--- src/rtl/sram_arb_pkg.sv ---
// sram_arb_pkg: shared counter type and round-robin pointer helper for sram_rd_arbiter.
package sram_arb_pkg;
   localparam int STAT_CNT_W = 32;
   typedef logic [STAT_CNT_W-1:0] stat_cnt_t;
   function automatic int unsigned rr_next(input int unsigned ptr, input int unsigned n);
      return (ptr == n - 1) ? 0 : ptr + 1;
   endfunction
endpackage

--- src/rtl/sram_rd_arbiter_rr_pick.sv ---
// rr_pick: combinational round-robin search starting at rr_ptr, wrapping NUM_REQ-1 -> 0.
module rr_pick #(
   parameter int NUM_REQ = 4,
   localparam int ID_WIDTH = $clog2(NUM_REQ)
) (
   input  logic [NUM_REQ-1:0]  req,
   input  logic [ID_WIDTH-1:0] rr_ptr,
   output logic [ID_WIDTH-1:0] grant,
   output logic                any_valid
);
   logic [ID_WIDTH:0] idx;
   // Walk offsets from farthest to nearest so the nearest valid requester wins.
   always_comb begin
      grant = '0;
      idx = '0;
      any_valid = |req;
      for (int k = NUM_REQ - 1; k >= 0; k--) begin
         idx = {1'b0, rr_ptr} + (ID_WIDTH+1)'(k);
         idx = (idx >= (ID_WIDTH+1)'(NUM_REQ)) ? idx - (ID_WIDTH+1)'(NUM_REQ) : idx;
         if (req[idx[ID_WIDTH-1:0]])
            grant = idx[ID_WIDTH-1:0];
      end
   end
endmodule

--- src/rtl/sram_rd_arbiter.sv ---
// sram_rd_arbiter: round-robin share of one SRAM read port among NUM_REQ valid/ready requesters.
// Define SRAM_RD_ARB_STATS_EN to add per-requester grant counters and a stall counter.
module sram_rd_arbiter
   import sram_arb_pkg::*;
#(
   parameter int NUM_REQ = 4,
   parameter int DATA_WIDTH = 8,
   parameter int DEPTH = 2,
   localparam int ADDR_WIDTH = $clog2(DEPTH),
   localparam int ID_WIDTH = $clog2(NUM_REQ)
) (
   input  logic                          clk,
   input  logic                          arst_n,
   input  logic [NUM_REQ-1:0]            req_valid,
   input  logic [NUM_REQ*ADDR_WIDTH-1:0] req_addr,
   output logic [NUM_REQ-1:0]            req_ready,
   output logic [NUM_REQ-1:0]            resp_valid,
   input  logic [NUM_REQ-1:0]            resp_ready,
   output logic [DATA_WIDTH-1:0]         resp_data,
   output logic                          sram_rd,
   output logic [ADDR_WIDTH-1:0]         sram_rd_addr,
   input  logic [DATA_WIDTH-1:0]         sram_rd_dout
`ifdef SRAM_RD_ARB_STATS_EN
   ,
   output logic [NUM_REQ*STAT_CNT_W-1:0] stat_grant_cnt,
   output stat_cnt_t                     stat_stall_cnt
`endif
);
   logic [ID_WIDTH-1:0] rr_ptr_q, rr_ptr_d, owner_q, owner_d, g;
   logic                pend_q, pend_d, any_valid, slot_free, issue;

   rr_pick #(.NUM_REQ(NUM_REQ)) u_pick (
      .req       (req_valid),
      .rr_ptr    (rr_ptr_q),
      .grant     (g),
      .any_valid (any_valid)
   );

   // Reset also masks issue so req_ready and sram_rd stay low while arst_n is held.
   always_comb begin
      slot_free = !pend_q || resp_ready[owner_q];
      issue = arst_n && slot_free && any_valid;
      req_ready = issue ? NUM_REQ'(1) << g : '0;
      sram_rd = issue;
      sram_rd_addr = issue ? req_addr[g*ADDR_WIDTH +: ADDR_WIDTH] : '0;
      resp_valid = pend_q ? NUM_REQ'(1) << owner_q : '0;
      resp_data = sram_rd_dout;
      pend_d = issue || (pend_q && !resp_ready[owner_q]);
      owner_d = issue ? g : owner_q;
      rr_ptr_d = issue ? ID_WIDTH'(rr_next(32'(g), 32'(NUM_REQ))) : rr_ptr_q;
   end

   always_ff @(posedge clk or negedge arst_n) begin
      if (!arst_n) begin
         rr_ptr_q <= '0;
         owner_q <= '0;
         pend_q <= 1'b0;
      end else begin
         rr_ptr_q <= rr_ptr_d;
         owner_q <= owner_d;
         pend_q <= pend_d;
      end
   end

`ifdef SRAM_RD_ARB_STATS_EN
   logic [NUM_REQ*STAT_CNT_W-1:0] grant_cnt_q, grant_cnt_d;
   stat_cnt_t                     stall_cnt_q, stall_cnt_d;

   always_comb begin
      grant_cnt_d = grant_cnt_q;
      if (issue)
         grant_cnt_d[g*STAT_CNT_W +: STAT_CNT_W] = grant_cnt_q[g*STAT_CNT_W +: STAT_CNT_W] + stat_cnt_t'(1);
      stall_cnt_d = stall_cnt_q + stat_cnt_t'(any_valid && !slot_free);
   end

   always_ff @(posedge clk or negedge arst_n) begin
      if (!arst_n) begin
         grant_cnt_q <= '0;
         stall_cnt_q <= '0;
      end else begin
         grant_cnt_q <= grant_cnt_d;
         stall_cnt_q <= stall_cnt_d;
      end
   end

   assign stat_grant_cnt = grant_cnt_q;
   assign stat_stall_cnt = stall_cnt_q;

   final begin
      for (int i = 0; i < NUM_REQ; i++)
         $display("[%m] grant[%0d]: %0d", i, grant_cnt_q[i*STAT_CNT_W +: STAT_CNT_W]);
      $display("[%m] stall: %0d", stall_cnt_q);
   end
`endif
endmodule

--- config.mk ---
export PLATFORM = sky130hd
export DESIGN_NAME = sram_rd_arbiter
export DESIGN_NICKNAME = d
export VERILOG_FILES = /design/src/rtl/sram_arb_pkg.sv /design/src/rtl/sram_rd_arbiter_rr_pick.sv /design/src/rtl/sram_rd_arbiter.sv
export SDC_FILE = /design/constraint.sdc
export NUM_CORES = 1
export LEC_CHECK = 0
export CAP_MARGIN = 20
export CORE_MARGIN = 8
export CORE_UTILIZATION = 30
export CTS_BUF_LIST = sky130_fd_sc_hd__clkbuf_2 sky130_fd_sc_hd__clkbuf_4 sky130_fd_sc_hd__clkbuf_8
export DETAILED_ROUTE_END_ITERATION = 7
export GPL_TIMING_DRIVEN = 0
export MAX_ROUTING_LAYER = met4
export PLACE_DENSITY = 0.77
export SETUP_SLACK_MARGIN = 0.2
export SYNTH_ARGS = -nofsm -noshare
export SYNTH_HDL_FRONTEND = slang
export SYNTH_SLANG_ARGS = --single-unit
--- constraint.sdc ---
create_clock -name clk -period 1.7 [get_ports clk]
set_clock_uncertainty 0.2 [all_clocks]
set_input_delay 0.17 -clock clk [delete_from_list [all_inputs] [get_ports clk]]
set_output_delay 0.17 -clock clk [all_outputs]
set_load 0.1 [all_outputs]
==> impl_metrics.env <==
# implementation run metrics
export IMPL_wl_met3_um=87
export IMPL_yosysWarnings=0
export IMPL_ys_sh_xor_pct=0
export IMPL_worstPathRequired_ns=1.33
export IMPL_top_cells_by_count="buf_4 (8), dfrtp_1 (5), inv_1 (5)"
export IMPL_buffers=54
export IMPL_cts_root_buf="clkbuf_4"
export IMPL_synthArstFlopShare_pct=100.0
export IMPL_comb_area_um2=462.9
export IMPL_setup_violations=10
export IMPL_avgSynthCellArea_um2=9.071
export IMPL_finalMaxSlewViolations=0
export IMPL_rsz0062_at_grt="yes"
export IMPL_ff_latch_area_um2=128.9
export IMPL_critPathLaunchType="flip-flop"
export IMPL_critPathCaptureType="output port"
export IMPL_busiest_layer="met2"
export IMPL_min_from="req_valid[1]"
export IMPL_violations="negative setup slack"
export IMPL_track_usage_pct=11.73
export IMPL_largest_class="buffers"
export IMPL_wl_met1_um=827
export IMPL_nWellTaps=17
export IMPL_hpwl_mm=1.193
export IMPL_synthesis_area_um2=508.0
export IMPL_setup_slack_ns=-0.5123
export IMPL_placed_area_um2=889.6
export IMPL_comb_area_share_pct=36.93
export IMPL_critPathSlowestCell="dfrtp_2"
export IMPL_dr_pass1_iters=2
export IMPL_status="finished with violations"
export IMPL_slew_headroom_pct=36.49
export IMPL_ir_drop_v=0.001147
export IMPL_edf_count=0
export IMPL_p_sw_mw=1.165
export IMPL_clock_sinks=5
export IMPL_numPortBuffers=31
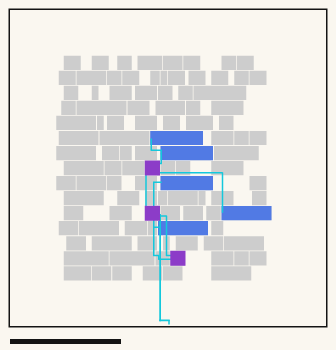
clock_map.png
Scale bar: 20 um.
[cyan] clock wires | length: 89.9 um
[purple] cells driving clock nets | count: 3
[blue] flip-flops | count: 5
routed clock nets: 4
Power Clock: 0.157 mW
Latency at later pin: 0.24 ns
clock group share of total power: 7.1%

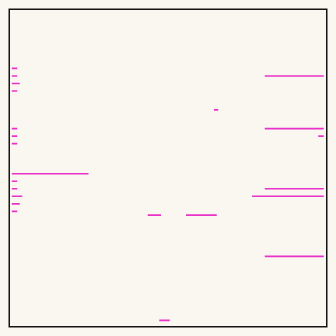
met3.png
main direction: horizontal
share of all routed wire: 4.7%
nets with wire on the layer: 21
wire length on this layer: 87.6 um
longest straight run: 13.6 um

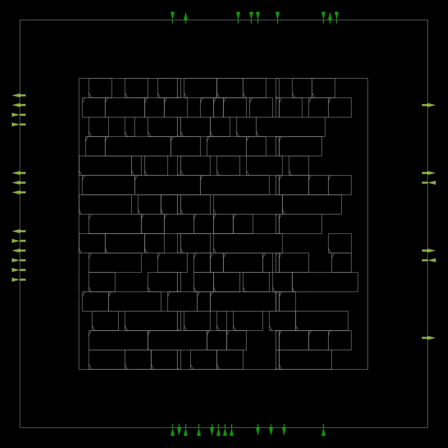
final_placement.png
fin cells: 122
flop count: 5

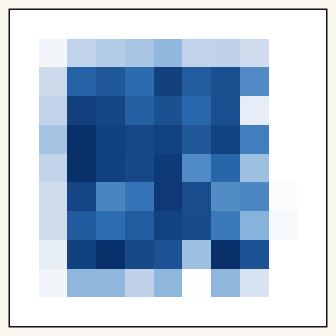
density.png
11 x 11 tiles, from white (low) to dark blue (high), 0 to 100% covered.
tiles over 75% full: 31%
nearly empty tiles: 40%
densest ninth of the die: centre
emptiest ninth of the die: upper right
fullest tile: 100%
Final Core Density: 75.91%
Init Core Util: 30.76%
core area: 1652 um2

No activity file was given, so power comes from the tool's default toggle rates.
